Figure 1. Placement by cell class (run 1).
(8 px per µm)
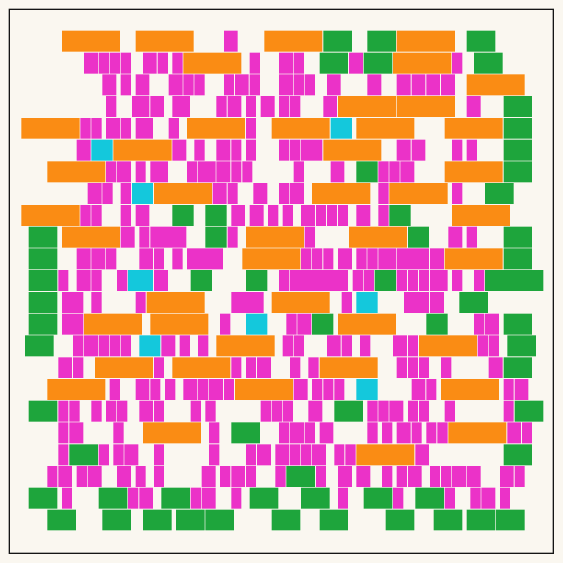
Figure 2. Wire density map (run 1).
(4 px per µm) The die is cut into 14 by 14 equal tiles; dark purple is low, yellow is high, scaled to the fullest tile. Values are wire area over tile area, all layers added.
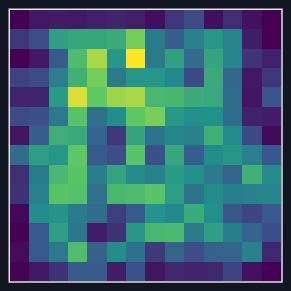
Figure 3. Pin placement (run 1).
(6 px per µm) Pins as bars across the die edge, other pins in gray.
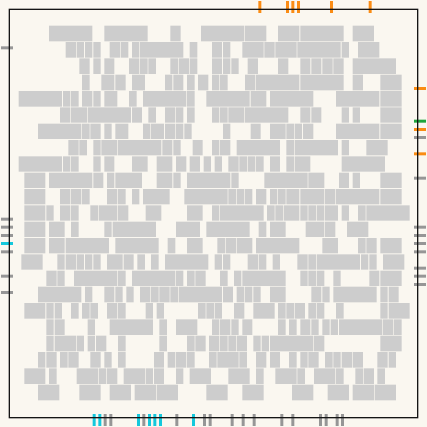
--- config.mk ---
export PLATFORM = sky130hd
export DESIGN_NAME = serial_add_sched
export DESIGN_NICKNAME = d
export VERILOG_FILES = /design/src/rtl/serial_add_sched.sv
export SDC_FILE = /design/constraint.sdc
export NUM_CORES = 1
export LEC_CHECK = 0
export ABC_AREA = 1
export CORE_UTILIZATION = 52
export CTS_BUF_LIST = sky130_fd_sc_hd__clkbuf_4
export DETAILED_ROUTE_END_ITERATION = 7
export PLACE_DENSITY_LB_ADDON = 0.12
export SLEW_MARGIN = 10
export SYNTH_ARGS = -nofsm -noshare
export SYNTH_HDL_FRONTEND = slang
export SYNTH_SLANG_ARGS = --single-unit
--- constraint.sdc ---
create_clock -name clk -period 1.85 [get_ports clk]
set_clock_uncertainty 0.1 [all_clocks]
set_input_delay 0.2775 -clock clk [delete_from_list [all_inputs] [get_ports clk]]
set_output_delay 0.2775 -clock clk [all_outputs]
set_load 0.01 [all_outputs]
--- src/rtl/serial_add_sched.sv ---
// Two-requester unsigned adder sharing one bit-serial full-adder cell.
// Round-robin arbitration, LSB-first addition over WIDTH cycles, one-cycle done pulse.
module serial_add_sched #(
    parameter int WIDTH = 8
) (
    input  logic             clk,
    input  logic             rst,
    input  logic             req0,
    input  logic [WIDTH-1:0] a0,
    input  logic [WIDTH-1:0] b0,
    input  logic             req1,
    input  logic [WIDTH-1:0] a1,
    input  logic [WIDTH-1:0] b1,
    output logic             gnt,
    output logic             busy,
    output logic             done0,
    output logic             done1,
    output logic [WIDTH:0]   sum
);

    localparam int CNT_W = $clog2(WIDTH);

    typedef enum logic [1:0] {
        ST_IDLE = 2'd0,
        ST_ADD  = 2'd1,
        ST_DONE = 2'd2
    } state_e;

    // Returns {carry, sum} of a half adder.
    function automatic logic [1:0] half_add(input logic x, input logic y);
        return {x & y, x ^ y};
    endfunction

    state_e           state_q, state_d;
    logic             gnt_q, gnt_d;
    logic             last_q, last_d;
    logic             busy_q, busy_d;
    logic             done0_q, done0_d;
    logic             done1_q, done1_d;
    logic [WIDTH:0]   sum_q, sum_d;
    logic [WIDTH-1:0] a_sh_q, a_sh_d;
    logic [WIDTH-1:0] b_sh_q, b_sh_d;
    logic [WIDTH-1:0] res_q, res_d;
    logic [CNT_W-1:0] cnt_q, cnt_d;
    logic             carry_q, carry_d;

    logic [1:0]       ha1_s;
    logic [1:0]       ha2_s;
    logic             bit_s;
    logic             cout_s;
    logic             win_s;

    // Shared full-adder cell and arbitration winner.
    always_comb begin
        ha1_s  = half_add(a_sh_q[0], b_sh_q[0]);
        ha2_s  = half_add(ha1_s[0], carry_q);
        bit_s  = ha2_s[0];
        cout_s = ha1_s[1] | ha2_s[1];
        // On a tie the requester not served last time wins.
        win_s  = (req0 && req1) ? ~last_q : req1;
    end

    // Next-state, datapath and registered-output computation.
    always_comb begin
        state_d = state_q;
        gnt_d   = gnt_q;
        last_d  = last_q;
        sum_d   = sum_q;
        a_sh_d  = a_sh_q;
        b_sh_d  = b_sh_q;
        res_d   = res_q;
        cnt_d   = cnt_q;
        carry_d = carry_q;
        done0_d = 1'b0;
        done1_d = 1'b0;

        case (state_q)
            ST_IDLE: begin
                if (req0 || req1) begin
                    state_d = ST_ADD;
                    gnt_d   = win_s;
                    last_d  = win_s;
                    a_sh_d  = win_s ? a1 : a0;
                    b_sh_d  = win_s ? b1 : b0;
                    res_d   = {WIDTH{1'b0}};
                    cnt_d   = {CNT_W{1'b0}};
                    carry_d = 1'b0;
                end else begin
                    state_d = ST_IDLE;
                end
            end
            ST_ADD: begin
                a_sh_d         = a_sh_q >> 1;
                b_sh_d         = b_sh_q >> 1;
                // Each sum bit lands directly at its final bit position.
                res_d[cnt_q]   = bit_s;
                carry_d        = cout_s;
                cnt_d          = cnt_q + {{(CNT_W-1){1'b0}}, 1'b1};
                if (cnt_q == CNT_W'(WIDTH-1)) begin
                    state_d = ST_DONE;
                    sum_d   = {cout_s, res_d};
                    done0_d = ~gnt_q;
                    done1_d = gnt_q;
                end else begin
                    state_d = ST_ADD;
                end
            end
            ST_DONE: begin
                state_d = ST_IDLE;
            end
            default: begin
                state_d = ST_IDLE;
            end
        endcase

        busy_d = (state_d != ST_IDLE);
    end

    // State and datapath registers with synchronous reset.
    always_ff @(posedge clk) begin
        if (rst) begin
            state_q <= ST_IDLE;
            gnt_q   <= 1'b0;
            last_q  <= 1'b1;
            busy_q  <= 1'b0;
            done0_q <= 1'b0;
            done1_q <= 1'b0;
            sum_q   <= {(WIDTH+1){1'b0}};
            a_sh_q  <= {WIDTH{1'b0}};
            b_sh_q  <= {WIDTH{1'b0}};
            res_q   <= {WIDTH{1'b0}};
            cnt_q   <= {CNT_W{1'b0}};
            carry_q <= 1'b0;
        end else begin
            state_q <= state_d;
            gnt_q   <= gnt_d;
            last_q  <= last_d;
            busy_q  <= busy_d;
            done0_q <= done0_d;
            done1_q <= done1_d;
            sum_q   <= sum_d;
            a_sh_q  <= a_sh_d;
            b_sh_q  <= b_sh_d;
            res_q   <= res_d;
            cnt_q   <= cnt_d;
            carry_q <= carry_d;
        end
    end

    assign gnt   = gnt_q;
    assign busy  = busy_q;
    assign done0 = done0_q;
    assign done1 = done1_q;
    assign sum   = sum_q;

endmodule

==> changes_impl.md, run 1 <==
## Implementation

- Status: complete, no violations
- Tool Warnings: 26
- Adders+Majority by Area: 2.00%
- Inserted Clock Buffers: 5
- Pre-antenna DRT Iters: 5
- Buf+Inv Stages, Crit Path: 1
- Sw frac: 30.5%
- Worst path slowest cell: clkdlybuf4s50_1
- Peak VDD IR: around 0.00051 V
- Final min period: 1.69 ns
- Cell area leaders: dfxtp_1, nand2_1, nand3_1
- Crit. path cell count: 1
- Post-synthesis xor/xnor area fraction: 0%
- H-Tree Depth: 2
- Simple share: 39.1%
- Worst reg2reg path depth: 5
- CP delay by family, top: buffers and inverters
- Final tally of setup violations: 0
- Worst hold start: a_sh_q[7]
- Hold Path Sink: a_sh_q[7]
- Mapped Area: 2250 µm²
- Layout Utilization: 69.9%
- Post-CTS Setup Repair Bufs: 0
- Late-Pin Clk Latency: between 0.3 and 0.4 ns
- Area leader share: 39.1%
- P per Cell Area: 669 nW/µm²
- Post-synth seq share: 39.1%
- Share of layout cells above drive strength 1: 6.55%
- Count of state elements after synthesis: 44
- Root Buffer Master: clkbuf_4
- CTS clock-pin slew for the worst setup and hold paths: between 0.1 and 0.15 ns
- Worst hold path depth: 2
- Yosys aoi share: between 8 and 9%
- Placed inst area: 2790 µm²
- Flop pwr share: 53.4%
- R2r setup slk: 0.20 ns
- Synth cell types: 23
- Clock share of power: 25.0%
- Post-Synthesis Net Count: 388
- DRT iter0 DRCs: between 100 and 150
- Placer Congestion: 0.784
- Average via count per standard cell: approximately 5
- Max-cap violations: 0
- RSZ-0062 raised after global routing: no
- Top Layout Cells: nand2_1, nand3_1, nor2_1, clkdlybuf4s50_1, dfxtp_1
- Worst-case hold slack: 0.369 ns
- Clk buf depth: 2
- CTS tree: built
- Worst path required time: 1.47 ns
- Critical Setup Path Class: register to output pin
- Antenna diode count: 0
- CP Capture Type: output pin
- Vias in the first global route: 1943
- Top Usage Layer GRT: met2
- Hold Vio Cnt, Final: 0
- Ys cells: 349
- First-pass GRT wire length: slightly above 8000 µm
- Hold Buf Count CTS: 0
- Setup_tns: 0 ns
- Fin crit share: between 90% and 100%
- Post-CTS Resized: 0
- Area delta synth->final: 26.7%
- Yosys stat chip area: 2250 µm²
- Avg Cell Area, Syn: 6.46 µm²
- Synth async-reset ratio: 0%
- IO Count: 49
- Critical Path Start: gnt
- Max incr delay on CP: 0.55 ns
- Total grt overflow: 0
- Critical Path Fanout Max: 4
- Synth top cells by count: nand2_1, nand3_1, nor2_1
- Clock Power: 476 µW
- Top logic family: simple AND/OR/NAND/NOR gates
- Worst flop-to-flop path startpoint: a_sh_q[0]
- Chip area: roughly 4600 µm²
- Post-synth EDFFs: 0
- Arr. time, crit path: 1.31 ns
- Pwr Total: 1.91 mW
- Post-route ant nets: 0
- Cell taking the most area after synthesis: dfxtp_1
- Top pwr grp: sequential cells
- Fmax: 0.592 GHz
- Max-Slew Margin vs Limit: 63.7%
- Placed instance count: approximately 440
- Top cell excl fill/tap: nand2_1
- Place WS: ~0.055 ns
- Clock Sinks: ~44
- Leakage: 1.28 nW
- Commonest flop: dfxtp_1
- Count leader, synth: nand2_1
Back to the opening pictures, Figure 1:
[green] remaining buffers and delay cells | cells: 60 | share of their area: 21%
[orange] registers | cells: 44 | share of their area: 32%
[magenta] remaining logic cells | cells: 285 | share of their area: 45%
[cyan] clock drivers and dummy loads | cells: 8 | share of their area: 2.2%
Final Instance Area: 2860 µm²
core region area: 4090 µm²

Back to the opening pictures, Figure 2:
mean over tiles: 0.17
tiles over half the peak: 31%
fullest tile: 0.45
WL per Instance: 11.0 µm
final wirelength: 4940 µm
Global Route Usage Sum: 23.5%
Vias: 2264

Back to the opening pictures, Figure 3:
[green] done1 | pins: 1 | direction: output | edge: right
[orange] sum | pins: 9 | direction: output | edge: 6 top, 3 right
[cyan] b1 | pins: 8 | direction: input | edge: 7 bottom, 1 left
chip height: 67.8 µm
IO Port Bufs: 48
Die X-Extent: 67.8 µm

run 1: flip-flops by register name, summed over array words and instances (netlist names):
| signal | cells |
|---|---|
| carry_q | 1 |
| a_sh_q | 8 |
| res_q | 8 |
| done1 | 1 |
| gnt | 1 |
| cnt_q | 3 |
| busy | 1 |
| sum | 9 |
| last_q | 1 |
| state_q | 2 |
| b_sh_q | 8 |
| done0 | 1 |
run 1: area by class of cell:
cell class | count | area, µm²
Timing Repair Buffer | 60 | 583
Clock buffer | 5 | 37.5
Fill cell | 382 | 1230
Inverter | 37 | 139
Clock inverter | 3 | 23.8
Sequential cell | 44 | 881
Multi-Input combinational cell | 248 | 1130
Tap cell | 50 | 62.6
run 1: layer usage:
metal  vias up  share of wire, %
li1       1198                 -
met1      1019                49
met2        42                47
met3         5               3.7
met4         0               1.1
met5         -                 0
## Run 2: what changed since run 1
Settings changed: SETUP_SLACK_MARGIN set to 0.4, SKIP_LAST_GASP set to 1, SLEW_MARGIN 10 to 25.
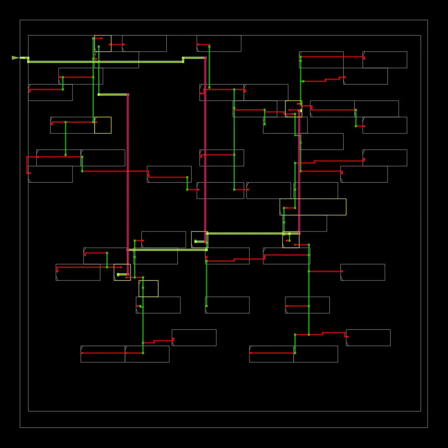
Figure 4: run 2, clock nets.
flop count: 44
Late-Pin Clk Latency: 0.37 ns

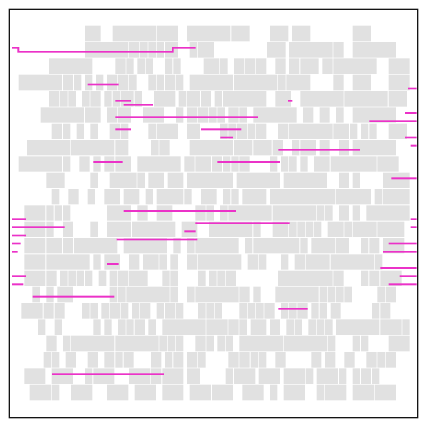
Figure 5: run 2, met3 routing.
(6 px per µm)
share of all routed wire: 4.9%
main direction: horizontal
Vias: 2299
final wirelength: 5170 µm
M3 GR Usage: 5.00%

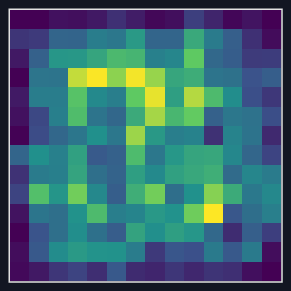
Figure 6: run 2, wire density map.
(4 px per µm) The die is cut into 14 by 14 equal tiles; dark purple is low, yellow is high, scaled to the fullest tile. Values are wire area over tile area, all layers added.
nearly empty tiles: 4.1%
mean over tiles: 0.18
fullest tile: 0.46
WL per Instance: 11.3 µm
Global Route Usage Sum: 24.2%

==> changes_impl.md, run 2 <==
## Implementation

- CTS tree: built
- Post-synth seq share: 39.1% (unchanged)
- Area delta synth->final: 35.6%
- Post-synth EDFFs: 0 (unchanged)
- Yosys aoi share: 8.94% (unchanged)
- Worst hold path depth: 3 (+1)
- Core region area: 4090 µm² (unchanged)
- Critical Path Fanout Max: 8 (+4)
- Total of fill cells in the finished design: 322 (-16%)
- R2r setup slk: 0.31 ns (+0.11 ns)
- IO Count: 49 (unchanged)
- Final Instance Area: 3060 µm² (+7.0%)
- Critical Path Start: carry_q
- Synth async-reset ratio: 0% (unchanged)
- Top cell excl fill/tap: nand2_1
- Worst path slowest cell: fa_1
- Fmax: 0.651 GHz (+10%)
- Final tally of setup violations: 0 (unchanged)
- P per Cell Area: 697 nW/µm² (+4.2%)
- Top logic family: simple AND/OR/NAND/NOR gates
- Synth top cells by count: nand2_1, nand3_1, nor2_1
- Max-Slew Margin vs Limit: 75.5% (+12 points)
- IO Port Bufs: 48 (unchanged)
- Max incr delay on CP: 0.51 ns (-0.04 ns)
- Arr. time, crit path: 1.69 ns (+0.38 ns)
- Cell taking the most area after synthesis: dfxtp_1
- Placer Congestion: 0.829 (+5.7%)
- Final min period: 1.54 ns (-0.154 ns)
- Hold Vio Cnt, Final: 0 (unchanged)
- First-pass GRT wire length: 8300 µm (+2.2%)
- Total grt overflow: 0 (unchanged)
- Worst-case hold slack: 0.222 ns (-0.148 ns)
- Fin crit share: 83.0% (-8.4 points)
- Tool Warnings: 28 (+7.7%)
- Avg Cell Area, Syn: 6.46 µm² (unchanged)
- Peak VDD IR: 0.000524 V (+3.4%)
- Chip height: 67.8 µm (unchanged)
- Count of state elements after synthesis: 44 (unchanged)
- Commonest flop: dfxtp_1
- Synth cell types: 23 (unchanged)
- Adders+Majority by Area: 2.00% (unchanged)
- Hold Buf Count CTS: 0 (unchanged)
- Post-route ant nets: 0 (unchanged)
- Root Buffer Master: clkbuf_4
- Hold Path Sink: gnt
- Worst path required time: 2.01 ns (+0.54 ns)
- Place WS: 0.0757 ns (+0.0212 ns)
- Post-CTS Setup Repair Bufs: 0 (unchanged)
- Post-Synthesis Net Count: 388 (unchanged)
- Clock Sinks: 44 (unchanged)
- Worst flop-to-flop path startpoint: carry_q
- Status: complete, no violations
- Simple share: 39.1% (unchanged)
- Placed inst area: 2840 µm² (+1.8%)
- Yosys stat chip area: 2250 µm² (unchanged)
- CP delay by family, top: adder cells
- Die X-Extent: 67.8 µm (unchanged)
- Crit. path cell count: 5 (+4)
- H-Tree Depth: 2 (unchanged)
- Cell area leaders: dfxtp_1, nand2_1, nand3_1
- Vias in the first global route: 1997 (+2.8%)
- Top Layout Cells: nand2_1, nand3_1, nor2_1, dfxtp_1, clkdlybuf4s50_1
- Area leader share: 39.1% (unchanged)
- Placed instance count: 444 (+1.1%)
- Worst hold start: req1
- Max FFs per register: 9 (unchanged)
- Pwr Total: 2.13 mW (+12%)
- Inserted Clock Buffers: 5 (unchanged)
==> run 2: layer usage <==
layer / vias up / part of all wire [%] / global-route usage [%]
met4: 0 / 1.5 / 11.2
met1: 1015 / 45 / 29.0
met2: 53 / 48 / 41.3
li1: 1224 / - / -
met3: 7 / 4.8 / 5.00
met5: - / 0 / 0
==> run 2: cell type report <==
type	instances	area, µm²	share of cell area [%]
clock buffer	5	37.5	1.23
clock inverter	3	46.3	1.52
inverter	37	144	4.71
multi-input combinational	248	1180	38.8
sequential	44	885	29.0
tap	50	62.6	2.05
timing repair buffer	69	696	22.8
==> run 2: power breakdown <==
group | total (mW) | switching [mW] | internal [mW]
Combinational | 0.480 | 0.254 | 0.226
Sequential | 1.02 | 0.0259 | 0.995
Clock | 0.628 | 0.339 | 0.289
## Run 3: what changed since run 2
Settings changed: CORE_UTILIZATION 52 to 47.
Clock period 1.85 ns to 1.31 ns, I/O delays scaled along.
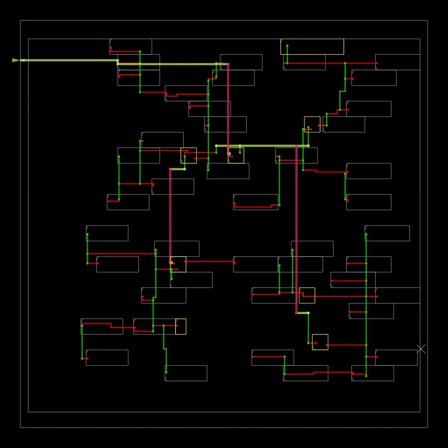
Figure 7: run 3, clock nets.
Late-Pin Clk Latency: 0.36 ns
Clock Power: 862 µW
CLK BUF: 6
Inserted Clock Buffers: 5

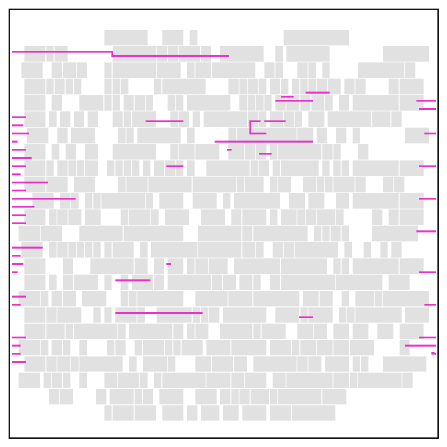
Figure 8: run 3, met3 routing.
(6 px per µm)
final wirelength: 5660 µm
M3 GR Usage: 4.08%
Vias: 2426

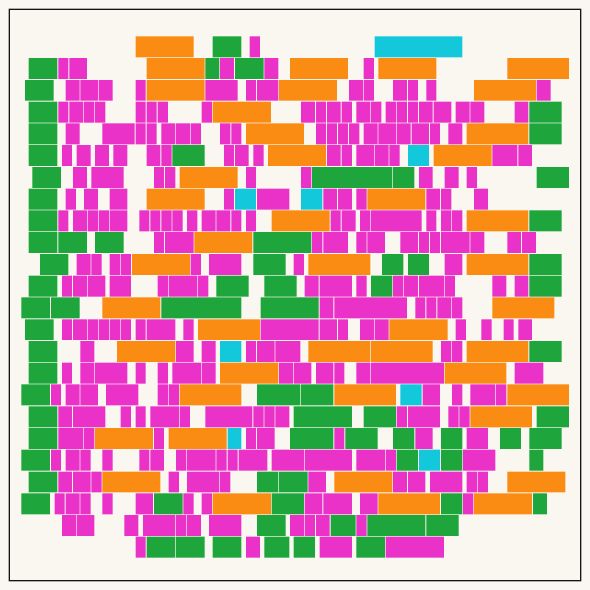
Figure 9: run 3, placement by cell class.
(8 px per µm)
[cyan] clock drivers and dummy loads | cells: 8 | share of their area: 2.4%
[green] remaining buffers and delay cells | cells: 76 | share of their area: 24%
[orange] registers | cells: 44 | share of their area: 27%
[magenta] remaining logic cells | cells: 286 | share of their area: 47%
Seq/total area: 26.1%
core region area: 4470 µm²
Final Instance Area: 3460 µm²
Rows: 24

==> changes_impl.md, run 3 <==
## Implementation

- Status: finished, violations left
- Failing checks: DRC, setup timing
- Placed inst area: 2940 µm² (+3.5%)
- Clock share of power: 27.0% (-2.5 points)
- Final tally of setup violations: 28 (+28)
- H-Tree Depth: 2 (unchanged)
- Max FFs per register: 9 (unchanged)
- Cell area leaders: dfxtp_1, nand2_1, nand3_1
- Post-route ant nets: 0 (unchanged)
- Inverter count: 37 (unchanged)
- Placer Congestion: 0.812 (-2.1%)
- IO Count: 49 (unchanged)
- Tap cells: 52 (+4.0%)
- IO Port Bufs: 48 (unchanged)
- CP delay by family, top: adder cells
- Final min period: 1.50 ns (-0.0362 ns)
- Count of state elements after synthesis: 44 (unchanged)
- Hold Buf Count CTS: 0 (unchanged)
- Top cell excl fill/tap: nand2_1
- Post-synth seq share: 39.1% (unchanged)
- Signal buffers share of area: 23.7% (+0.97 points)
- Pwr Total: 3.20 mW (+50%)
- Multi-input gates: 249 (+0.40%)
- Worst-case hold slack: 0.372 ns (+0.151 ns)
- Power share of the combinational group: 27.6% (+5.1 points)
- M1 WL: 2440 µm (+4.2%)
- Met3 WL: 192 µm (-23%)
- CTS tree: built
- Place WS: -0.469 ns (-0.545 ns)
- Chip height: 71.2 µm (+5.0%)
- Flop count: 44 (unchanged)
- Synth async-reset ratio: 0% (unchanged)
- First-pass GRT wire length: 9050 µm (+9.0%)
- Total grt overflow: 0 (unchanged)
- Critical Path Fanout Max: 8 (unchanged)
- Root Buffer Master: clkbuf_4
- Top pwr grp: sequential cells
- Tool Warnings: 29 (+3.6%)
- Clock Sinks: 44 (unchanged)
- Worst path required time: 1.46 ns (-0.55 ns)
- Final critical-path setup slack: -0.190 ns
- Hold Vio Cnt, Final: 0 (unchanged)
- Commonest flop: dfxtp_1
- Max-Slew Margin vs Limit: 77.6% (+2.1 points)
- Dominant class by area: multi-input combinational cells
- Sw frac: 29.6% (+0.46 points)
- Hold Path Sink: res_q[3]
- Worst path slowest cell: fa_1
- Clock network share of area: 2.32% (-0.43 points)
- Top Layout Cells: nand2_1, nand3_1, nor2_1, clkdlybuf4s50_1, inv_1
- Fmax: 0.667 GHz (+2.4%)
- # DRC: 1
- Flop pwr share: 45.4% (-2.6 points)
- Post-CTS Setup Repair Bufs: 5 (+5)
- Vias in the first global route: 2139 (+7.1%)
- R2r setup slk: -0.19 ns (-0.50 ns)
- Global Route Usage Sum: 22.2% (-2.0 points)
- Area delta synth->final: 53.5%
- Post-Synthesis Net Count: 388 (unchanged)
- Comb area share: 41.5% (+2.7 points)
- P_int: 2.25 mW (+49%)
[run 3: cell counts after synthesis]
No cell type changed its count.
[run 3: logic make-up after synthesis]
logic type / count (synthesis) / synth area share [%]
flip-flops: 44 / 39.1
AND/OR/NAND/NOR: 206 / 39.1
adder cells (fa/ha/maj): 3 / 2.00
AND-OR/OR-AND: 39 / 8.94
buffers and inverters: 57 / 10.8
[run 3: worst max-delay path by stage]
stage	from	cells after the start	to
final	b_sh_q[0]	5	res_q[6]
after global routing	b_sh_q[0]	5	res_q[0]
after CTS	carry_q	5	res_q[5]
after detailed placement	req1	6	b_sh_q[3]
after global placement	req1	6	b_sh_q[5]
after floorplan	carry_q	5	res_q[0]
Power and IR drop assume default switching activity.
